## src/rtl/axi_rd_arbiter_if.sv

```systemverilog
// axi_rd_arbiter_if: icache/dcache refill requests plus the shared AXI read channel.
interface axi_rd_arbiter_if #(
  parameter int ADDR_W = 32,
  parameter int DATA_W = 32,
  parameter int LEN_W = 8
);
  logic ic_req;
  logic [ADDR_W-1:0] ic_addr;
  logic [LEN_W-1:0] ic_len;
  logic ic_gnt;
  logic ic_rvalid;
  logic ic_rlast;
  logic [DATA_W-1:0] ic_rdata;
  logic dc_req;
  logic [ADDR_W-1:0] dc_addr;
  logic [LEN_W-1:0] dc_len;
  logic dc_gnt;
  logic dc_rvalid;
  logic dc_rlast;
  logic [DATA_W-1:0] dc_rdata;
  logic [3:0] arid;
  logic [ADDR_W-1:0] araddr;
  logic [LEN_W-1:0] arlen;
  logic [2:0] arsize;
  logic [1:0] arburst;
  logic arvalid;
  logic arready;
  logic [3:0] rid;
  logic [DATA_W-1:0] rdata;
  logic rlast;
  logic rvalid;
  logic rready;
  modport master (
    input ic_req, ic_addr, ic_len, dc_req, dc_addr, dc_len,
    input arready, rid, rdata, rlast, rvalid,
    output ic_gnt, ic_rvalid, ic_rlast, ic_rdata,
    output dc_gnt, dc_rvalid, dc_rlast, dc_rdata,
    output arid, araddr, arlen, arsize, arburst, arvalid, rready
  );
  modport slave (
    output ic_req, ic_addr, ic_len, dc_req, dc_addr, dc_len,
    output arready, rid, rdata, rlast, rvalid,
    input ic_gnt, ic_rvalid, ic_rlast, ic_rdata,
    input dc_gnt, dc_rvalid, dc_rlast, dc_rdata,
    input arid, araddr, arlen, arsize, arburst, arvalid, rready
  );
endinterface

```

## src/rtl/axi_rd_arbiter.sv

```systemverilog
// axi_rd_arbiter: one-burst-at-a-time AXI read arbiter between icache and dcache refills.
// Define RD_ARB_ROUND_ROBIN_EN for round-robin on simultaneous requests (default: dcache priority).
module axi_rd_arbiter #(
  parameter int ADDR_W = 32,
  parameter int DATA_W = 32,
  parameter int LEN_W = 8
) (
  input logic clk,
  input logic reset,
  axi_rd_arbiter_if.master bus
);
  typedef enum logic [1:0] {IDLE, ADDR, DATA} state_t;
  state_t state;
  logic owner;
  logic pick_dc;
  logic ar_hs;
  logic r_beat;
  logic unused_rid;
  logic [ADDR_W-1:0] addr_q;
  logic [LEN_W-1:0] len_q;
  assign ar_hs = state == ADDR && bus.arready;
  assign r_beat = state == DATA && bus.rvalid;
  assign unused_rid = ^bus.rid;
`ifdef RD_ARB_ROUND_ROBIN_EN
  logic last_owner;
  assign pick_dc = bus.dc_req && (!bus.ic_req || !last_owner);
  always_ff @(posedge clk)
    if (reset) last_owner <= 1'b0;
    else if (ar_hs) last_owner <= owner;
`else
  assign pick_dc = bus.dc_req;
`endif
  always_ff @(posedge clk) begin
    if (reset) begin
      state <= IDLE;
      owner <= 1'b0;
      addr_q <= '0;
      len_q <= '0;
    end else begin
      case (state)
        IDLE: if (bus.ic_req || bus.dc_req) begin
          state <= ADDR;
          owner <= pick_dc;
          addr_q <= pick_dc ? bus.dc_addr : bus.ic_addr;
          len_q <= pick_dc ? bus.dc_len : bus.ic_len;
        end
        ADDR: if (bus.arready) state <= DATA;
        DATA: if (bus.rvalid && bus.rlast) state <= IDLE;
        default: state <= IDLE;
      endcase
    end
  end
  always_comb begin
    bus.arvalid = state == ADDR;
    bus.rready = state == DATA;
    bus.arid = {3'b000, owner};
    bus.araddr = addr_q;
    bus.arlen = len_q;
    bus.arsize = 3'b010;
    bus.arburst = 2'b01;
    bus.ic_gnt = ar_hs && !owner;
    bus.dc_gnt = ar_hs && owner;
    bus.ic_rvalid = r_beat && !owner;
    bus.dc_rvalid = r_beat && owner;
    bus.ic_rlast = r_beat && !owner && bus.rlast;
    bus.dc_rlast = r_beat && owner && bus.rlast;
    bus.ic_rdata = bus.rdata;
    bus.dc_rdata = bus.rdata;
  end
endmodule
```

## src/flat_wrapper.sv

```systemverilog
// flat-port wrapper written by rule: the top's interface ports become plain ports
module axi_rd_arbiter_flat 
#(
  parameter int ADDR_W = 32,
  parameter int DATA_W = 32,
  parameter int LEN_W = 8
)
  (clk, reset, bus_ic_req, bus_ic_addr, bus_ic_len, bus_dc_req, bus_dc_addr, bus_dc_len, bus_arready, bus_rid, bus_rdata, bus_rlast, bus_rvalid, bus_ic_gnt, bus_ic_rvalid, bus_ic_rlast, bus_ic_rdata, bus_dc_gnt, bus_dc_rvalid, bus_dc_rlast, bus_dc_rdata, bus_arid, bus_araddr, bus_arlen, bus_arsize, bus_arburst, bus_arvalid, bus_rready);
  axi_rd_arbiter_if #(.ADDR_W(ADDR_W), .DATA_W(DATA_W), .LEN_W(LEN_W)) bus_i ();
  input logic clk;
  input logic reset;
  input wire logic [$bits(bus_i.ic_req)-1:0] bus_ic_req;
  input wire logic [$bits(bus_i.ic_addr)-1:0] bus_ic_addr;
  input wire logic [$bits(bus_i.ic_len)-1:0] bus_ic_len;
  input wire logic [$bits(bus_i.dc_req)-1:0] bus_dc_req;
  input wire logic [$bits(bus_i.dc_addr)-1:0] bus_dc_addr;
  input wire logic [$bits(bus_i.dc_len)-1:0] bus_dc_len;
  input wire logic [$bits(bus_i.arready)-1:0] bus_arready;
  input wire logic [$bits(bus_i.rid)-1:0] bus_rid;
  input wire logic [$bits(bus_i.rdata)-1:0] bus_rdata;
  input wire logic [$bits(bus_i.rlast)-1:0] bus_rlast;
  input wire logic [$bits(bus_i.rvalid)-1:0] bus_rvalid;
  output wire logic [$bits(bus_i.ic_gnt)-1:0] bus_ic_gnt;
  output wire logic [$bits(bus_i.ic_rvalid)-1:0] bus_ic_rvalid;
  output wire logic [$bits(bus_i.ic_rlast)-1:0] bus_ic_rlast;
  output wire logic [$bits(bus_i.ic_rdata)-1:0] bus_ic_rdata;
  output wire logic [$bits(bus_i.dc_gnt)-1:0] bus_dc_gnt;
  output wire logic [$bits(bus_i.dc_rvalid)-1:0] bus_dc_rvalid;
  output wire logic [$bits(bus_i.dc_rlast)-1:0] bus_dc_rlast;
  output wire logic [$bits(bus_i.dc_rdata)-1:0] bus_dc_rdata;
  output wire logic [$bits(bus_i.arid)-1:0] bus_arid;
  output wire logic [$bits(bus_i.araddr)-1:0] bus_araddr;
  output wire logic [$bits(bus_i.arlen)-1:0] bus_arlen;
  output wire logic [$bits(bus_i.arsize)-1:0] bus_arsize;
  output wire logic [$bits(bus_i.arburst)-1:0] bus_arburst;
  output wire logic [$bits(bus_i.arvalid)-1:0] bus_arvalid;
  output wire logic [$bits(bus_i.rready)-1:0] bus_rready;
  assign bus_i.ic_req = bus_ic_req;
  assign bus_i.ic_addr = bus_ic_addr;
  assign bus_i.ic_len = bus_ic_len;
  assign bus_i.dc_req = bus_dc_req;
  assign bus_i.dc_addr = bus_dc_addr;
  assign bus_i.dc_len = bus_dc_len;
  assign bus_i.arready = bus_arready;
  assign bus_i.rid = bus_rid;
  assign bus_i.rdata = bus_rdata;
  assign bus_i.rlast = bus_rlast;
  assign bus_i.rvalid = bus_rvalid;
  assign bus_ic_gnt = bus_i.ic_gnt;
  assign bus_ic_rvalid = bus_i.ic_rvalid;
  assign bus_ic_rlast = bus_i.ic_rlast;
  assign bus_ic_rdata = bus_i.ic_rdata;
  assign bus_dc_gnt = bus_i.dc_gnt;
  assign bus_dc_rvalid = bus_i.dc_rvalid;
  assign bus_dc_rlast = bus_i.dc_rlast;
  assign bus_dc_rdata = bus_i.dc_rdata;
  assign bus_arid = bus_i.arid;
  assign bus_araddr = bus_i.araddr;
  assign bus_arlen = bus_i.arlen;
  assign bus_arsize = bus_i.arsize;
  assign bus_arburst = bus_i.arburst;
  assign bus_arvalid = bus_i.arvalid;
  assign bus_rready = bus_i.rready;
  axi_rd_arbiter #(.ADDR_W(ADDR_W), .DATA_W(DATA_W), .LEN_W(LEN_W)) u_core (.clk(clk), .reset(reset), .bus(bus_i));
endmodule
```

## config.mk

```make
export PLATFORM = sky130hd
export DESIGN_NAME = axi_rd_arbiter_flat
export DESIGN_NICKNAME = d
export VERILOG_FILES = /design/src/rtl/axi_rd_arbiter_if.sv /design/src/rtl/axi_rd_arbiter.sv /design/src/flat_wrapper.sv
export SDC_FILE = /design/constraint.sdc
export NUM_CORES = 1
export LEC_CHECK = 0
export ABC_AREA = 1
export CELL_PAD_IN_SITES_DETAIL_PLACEMENT = 2
export CELL_PAD_IN_SITES_GLOBAL_PLACEMENT = 2
export CORE_MARGIN = 1.5
export CORE_UTILIZATION = 16
export CTS_BUF_LIST = sky130_fd_sc_hd__clkbuf_8
export CTS_CLUSTER_DIAMETER = 30
export DETAILED_ROUTE_END_ITERATION = 7
export GPL_TIMING_DRIVEN = 1
export PLACE_DENSITY = 0.95
export SLEW_MARGIN = 20
export SYNTH_ARGS = -nofsm -noshare
export SYNTH_HDL_FRONTEND = slang
export SYNTH_SLANG_ARGS = --single-unit
```

## constraint.sdc

```tcl
create_clock -name clk -period 2.9 [get_ports clk]
set_clock_uncertainty 0.1 [all_clocks]
set_input_delay 0.435 -clock clk [delete_from_list [all_inputs] [get_ports clk]]
set_output_delay 0.435 -clock clk [all_outputs]
set_load 0.05 [all_outputs]
```

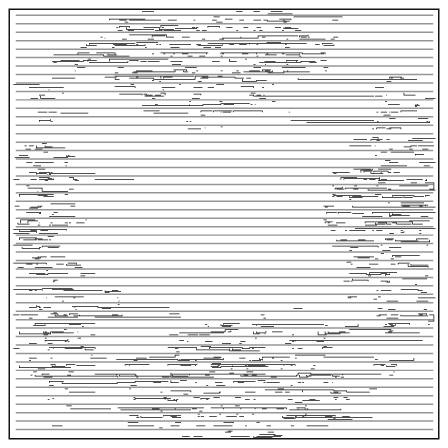
run_1/layer_met1.png
Supply wires on this layer in gray.
The longest straight run is 42.8 µm. The wires run mostly horizontal. 550 nets have wire on it. The layer holds 39% of the routed length. The layer carries 3680 µm of wire.
vias post-DR: 2907
met1 usage: 0.102
Detailed Route WL: 9340 µm

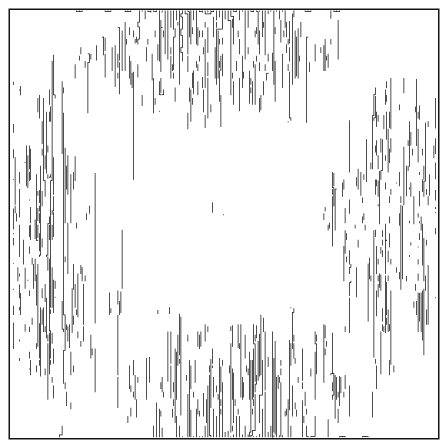
run_1/layer_met2.png
The longest straight run is 64.9 µm. 566 nets have wire on it. The layer holds 51% of the routed length. The layer carries 4790 µm of wire.
met2 usage: 0.181

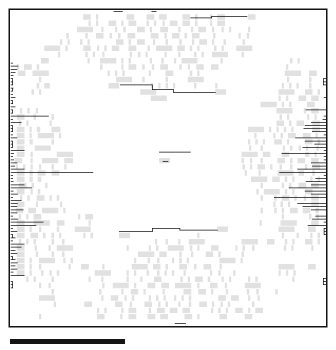
run_1/layer_met3.png
Scale bar: 50 µm.
The layer holds 6.9% of the routed length. The wires run mostly horizontal. 92 nets have wire on it.
met3 Use GR: 0.0272

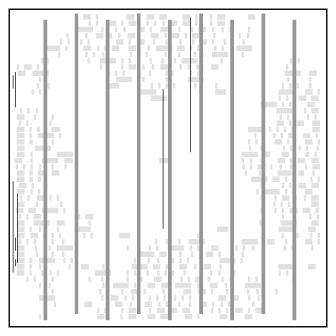
run_1/layer_met4.png
Supply wires on this layer in gray.
The layer holds 2.3% of the routed length. The wires run mostly vertical. The longest straight run is 60.5 µm. The layer carries 217 µm of wire. 8 nets have wire on it.

==> impl_metrics.csv, run 1 <==
group,metric,value,unit
clock_tree,clk_path_buf_depth,2,
run_status,status,"completed",
yosys,yosysTopAreaCellShare,0.296,
yosys,ys_chip_area,2900,µm²
yosys,synthCells,488,
setup_path,start_kind,"register",
floorplan,chip_area,19000,µm²
pwr,ir_worst_vdd,0.182,mV
floorplan,io_pins,244,
timing,setup-violations-final,0,
yosys,synth_area_per_cell,5.95,µm²
timing,slew_headroom,0.628,
grt,grt_max_degree,83,
clock_tree,cts_tree,"yes",
timing,final_hold_viol_count,0,
clock_tree,clkTransAtPathRegs,0.09,ns
floorplan,die_x,138,µm
setup_path,critPathKind,"reg -> out",
yosys,yosysTopAreaCell,"dfxtp_1",
yosys,synth_seq_share,0.296,
setup_path,crit_path_end_kind,"output port",
hold_path,hp-class,"reg -> reg",
yosys,topCellsByArea,"dfxtp_1 30%, nand2_1 27%, buf_4 20%",
[run 1: metal layers]
metal  vias up  wire length [µm]  global-route usage
met5         -                 0                   0
li1       1427                 -                   -
met1      1370              3680               0.102
met4         0               216              0.0422
met3        20               647              0.0272
met2        90              4790               0.181
[run 1: registers in the layout (all words and copies together) (netlist names)]
register and cells:
u_core.bus.araddr 32, u_core.bus.arlen 8, u_core.owner 1, u_core.state 2
[run 1: area by class of cell]
class,instances,area (µm²),area share
clock buffers,5,68.8,0.0174
clock inverters,1,3.75,0.000948
inverters,48,183,0.0461
multi-input cells,309,1200,0.302
flip-flops and latches,43,861,0.217
well taps,229,287,0.0723
repair buffers,137,1360,0.344
[run 1: report_power, final]
part           internal (mW)  switching [mW]
clock network          0.158           0.223
registers              0.663          0.0379
logic                  0.310           0.541
total                   1.13           0.802
[run 1: metrics by stage]
stage / instance area, µm² / power, mW / utilization
2_1_floorplan: 2930 / 1.51 / -
3_3_place_gp: 3890 / 1.56 / 0.217
3_5_place_dp: 3890 / 1.59 / 0.217
4_1_cts: 3960 / 2.00 / 0.221
5_1_grt: 3960 / 2.08 / 0.221
6_report: 3960 / 1.93 / 0.221
[run 1: cells in the mapped netlist]
library cell  count
nand2_1         207
buf_2             8
nand2_8           1
buf_6             4
nor2_1           86
a21oi_1           3
nand2_4           1
inv_4             1
dfxtp_1          43
clkbuf_1          4
conb_1            2
nor2_4            1
buf_4            78
inv_1            47
nor3_1            2
[run 1: cells by family (layout without fill, tap and decap cells)]
kind of cell	count (synthesis)	in the layout	share of synthesized area
buffers and inverters	142	191	0.299
and+or+nand+nor	298	298	0.397
DFF	43	43	0.296
other	2	8	0.00259
AOI/OAI and AO/OA	3	3	0.00517
[run 1: critical path: stages, from the launching register on]
cell and delay [ns]:
dfxtp_1 0.40, inv_1 0.06, nor2_1 0.21, nand2_1 0.15, nor3_1 0.16, clkdlybuf4s50_1 0.83
[run 1: worst paths after layout]
check	startpoint	cells after the start	to
max	u_core.state[1]$_SDFFE_PP0P_	5	bus_dc_rlast
min reg2reg	u_core.bus.araddr[28]$_SDFFE_PP0P_	4	u_core.bus.araddr[28]$_SDFFE_PP0P_
max reg2reg	u_core.state[1]$_SDFFE_PP0P_	4	u_core.bus.araddr[30]$_SDFFE_PP0P_
min	u_core.bus.araddr[28]$_SDFFE_PP0P_	4	u_core.bus.araddr[28]$_SDFFE_PP0P_
run_1/clocks.png
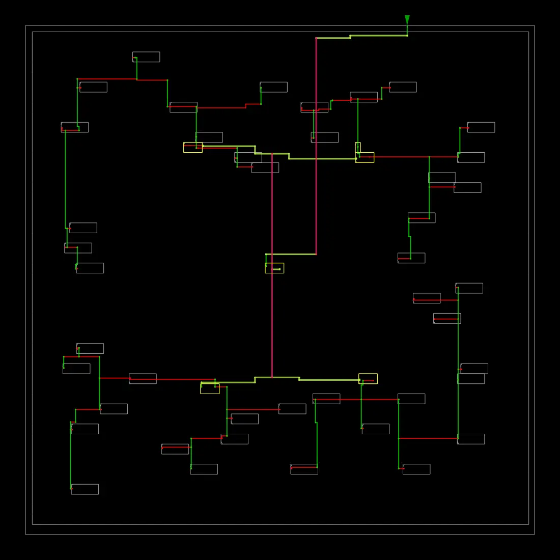

==> run 2, diff against run 1 <==
- CELL_PAD_IN_SITES_DETAIL_PLACEMENT: 2 -> 1
- CELL_PAD_IN_SITES_GLOBAL_PLACEMENT: 2 -> 1
- CORE_UTILIZATION: 16 -> 22
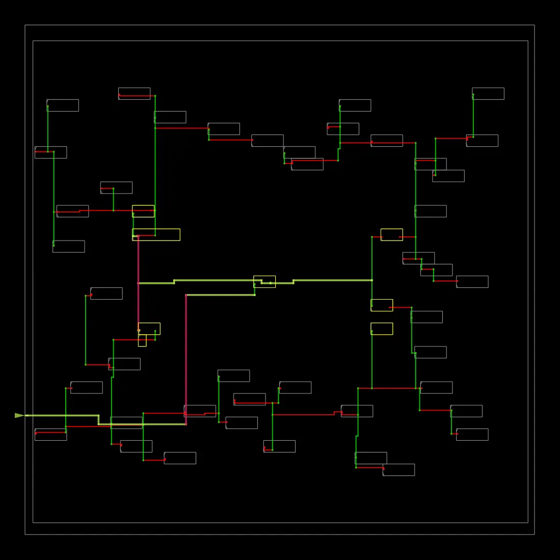
run_2/clocks.png
CTS Buf Count: 5
clk_buf instances: 6
clk latency late pin: 0.29 ns
Flops: 43
clk pwr: 0.506 mW

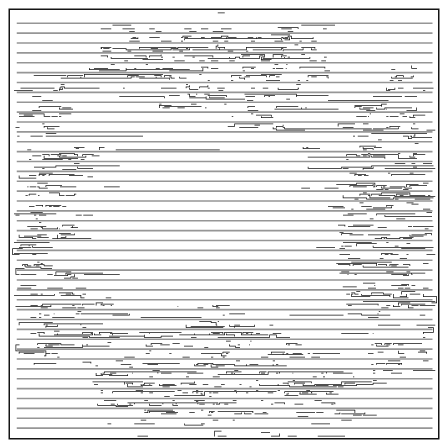
run_2/layer_met1.png
Supply wires on this layer in gray.
The wires run mostly horizontal. 548 nets have wire on it.
Detailed Route WL: 8090 µm
met1 usage: 0.124
vias post-DR: 2765

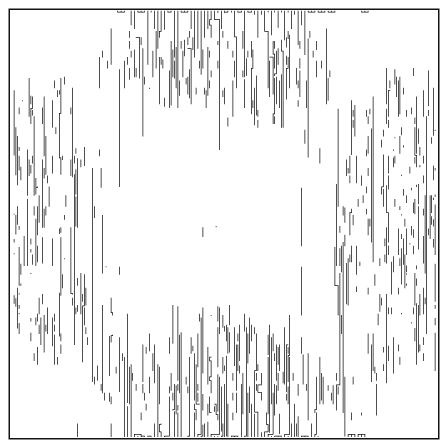
run_2/layer_met2.png
The layer holds 52% of the routed length. The layer carries 4170 µm of wire. 517 nets have wire on it.
met2 usage: 0.223

==> impl_metrics.csv, run 2 <==
group,metric,value,unit
run_status,status,"completed",
yosys,topCellsByArea,"dfxtp_1 30%, nand2_1 27%, buf_4 20%",
pwr,power.share.combinational,0.410,
floorplan,io_pins,244,
setup_path,path_buffers,2,
yosys,ys_dominant_reg_cell,"dfxtp_1",
setup_path,critPathMaxStageDelay,0.83,ns
yosys,synth.most_common_cell,"nand2_1",
floorplan,die_x,118,µm
grt,grt_max_degree,83,
setup_path,cp_top_family,"buffers and inverters",
yosys,ys_chip_area,2900,µm²
pwr,p_int,1.25,mW
layout,combGateArea,1200,µm²
yosys,common_cells,"207 x nand2_1, 86 x nor2_1, 78 x buf_4",
setup_path,cp_cell_sequence,"inv_1 -> nor2_1 -> nand2_1 -> nor3_1 -> clkdlybuf4s50_1",
hold_path,hp-class,"reg -> reg",
setup_path,crit_path_end_kind,"output port",
setup_path,critPathKind,"reg -> out",
pwr,pwr-share-seq,0.342,
layout,largest_register_ffs,32,
hold_path,whs_path_depth,4,
clock_tree,cts_tree,"yes",
clock_tree,clkTransAtPathRegs,0.09,ns
layout,regArea,861,µm²
[run 2: cell count changes in the layout (fill, tap and decap cells not counted), sizes merged]
cell	change
inv	-1
clkinv	+1
buf	+1
bufinv	+1
clkbuf	+1
[run 2: cell families after synthesis]
group / Yosys count / share of synthesized area
and+or+nand+nor: 298 / 0.397
AOI/OAI and AO/OA: 3 / 0.00517
other: 2 / 0.00259
buffers and inverters: 142 / 0.299
DFF: 43 / 0.296
[run 2: how the worst max path moves through the flow]
stage	startpoint	endpoint	slack [ns]
6_report	u_core.state[1]$_SDFFE_PP0P_	bus_ic_rlast	0.36
5_1_grt	u_core.state[1]$_SDFFE_PP0P_	bus_dc_rlast	0.11
4_1_cts	u_core.state[1]$_SDFFE_PP0P_	bus_ic_rlast	0.31
3_5_place_dp	bus_rvalid	bus_ic_rlast	0.36
3_3_place_gp	bus_rvalid	bus_dc_rlast	0.38
2_1_floorplan	u_core.state[1]$_SDFFE_PP0P_	bus_dc_rlast	-0.08
[run 2: per-stage QoR]
stage / util / TNS (ns) / hold slack [ns] / setup WS, ns
final: 0.309 / 0 / 0.417 / 0.357
after global routing: 0.309 / 0 / 0.448 / 0.113
after CTS: 0.309 / 0 / 0.422 / 0.315
after detailed placement: 0.299 / 0 / 0.406 / 0.358
after global placement: 0.299 / 0 / 0.396 / 0.378
after floorplan: - / -0.166 / 0.384 / -0.0832
[run 2: cell type report]
type,count,share of cell area
sequential,43,0.218
clock inverter,2,0.00889
timing repair buffer,138,0.347
clock buffer,6,0.0209
multi-input combinational,309,0.304
tap,172,0.0546
inverter,48,0.0463
[run 2: power by group through the flow]
stage                     Sequential, mW  Combinational [mW]  Clock (mW)
after floorplan                    0.950               0.560           0
after global placement             0.710               0.834           0
after detailed placement           0.715               0.852           0
after CTS                          0.702               0.855       0.536
after global routing               0.709               0.916       0.550
final                              0.700               0.840       0.506
[run 2: tightest hold or removal path, cell delays in order (launching register included)]
cell and delay (ns):
dfxtp_1 0.32, inv_1 0.05, nand2_1 0.04, nand2_1 0.05, nor2_1 0.03
[run 2: metal layers]
layer	routed length (µm)	global-route usage	up-vias
met4	124	0.0373	0
met1	3280	0.124	1220
li1	-	-	1432
met3	511	0.0368	20
met2	4170	0.223	93
met5	0	0	-
No activity file was given, so power comes from the tool's default toggle rates.
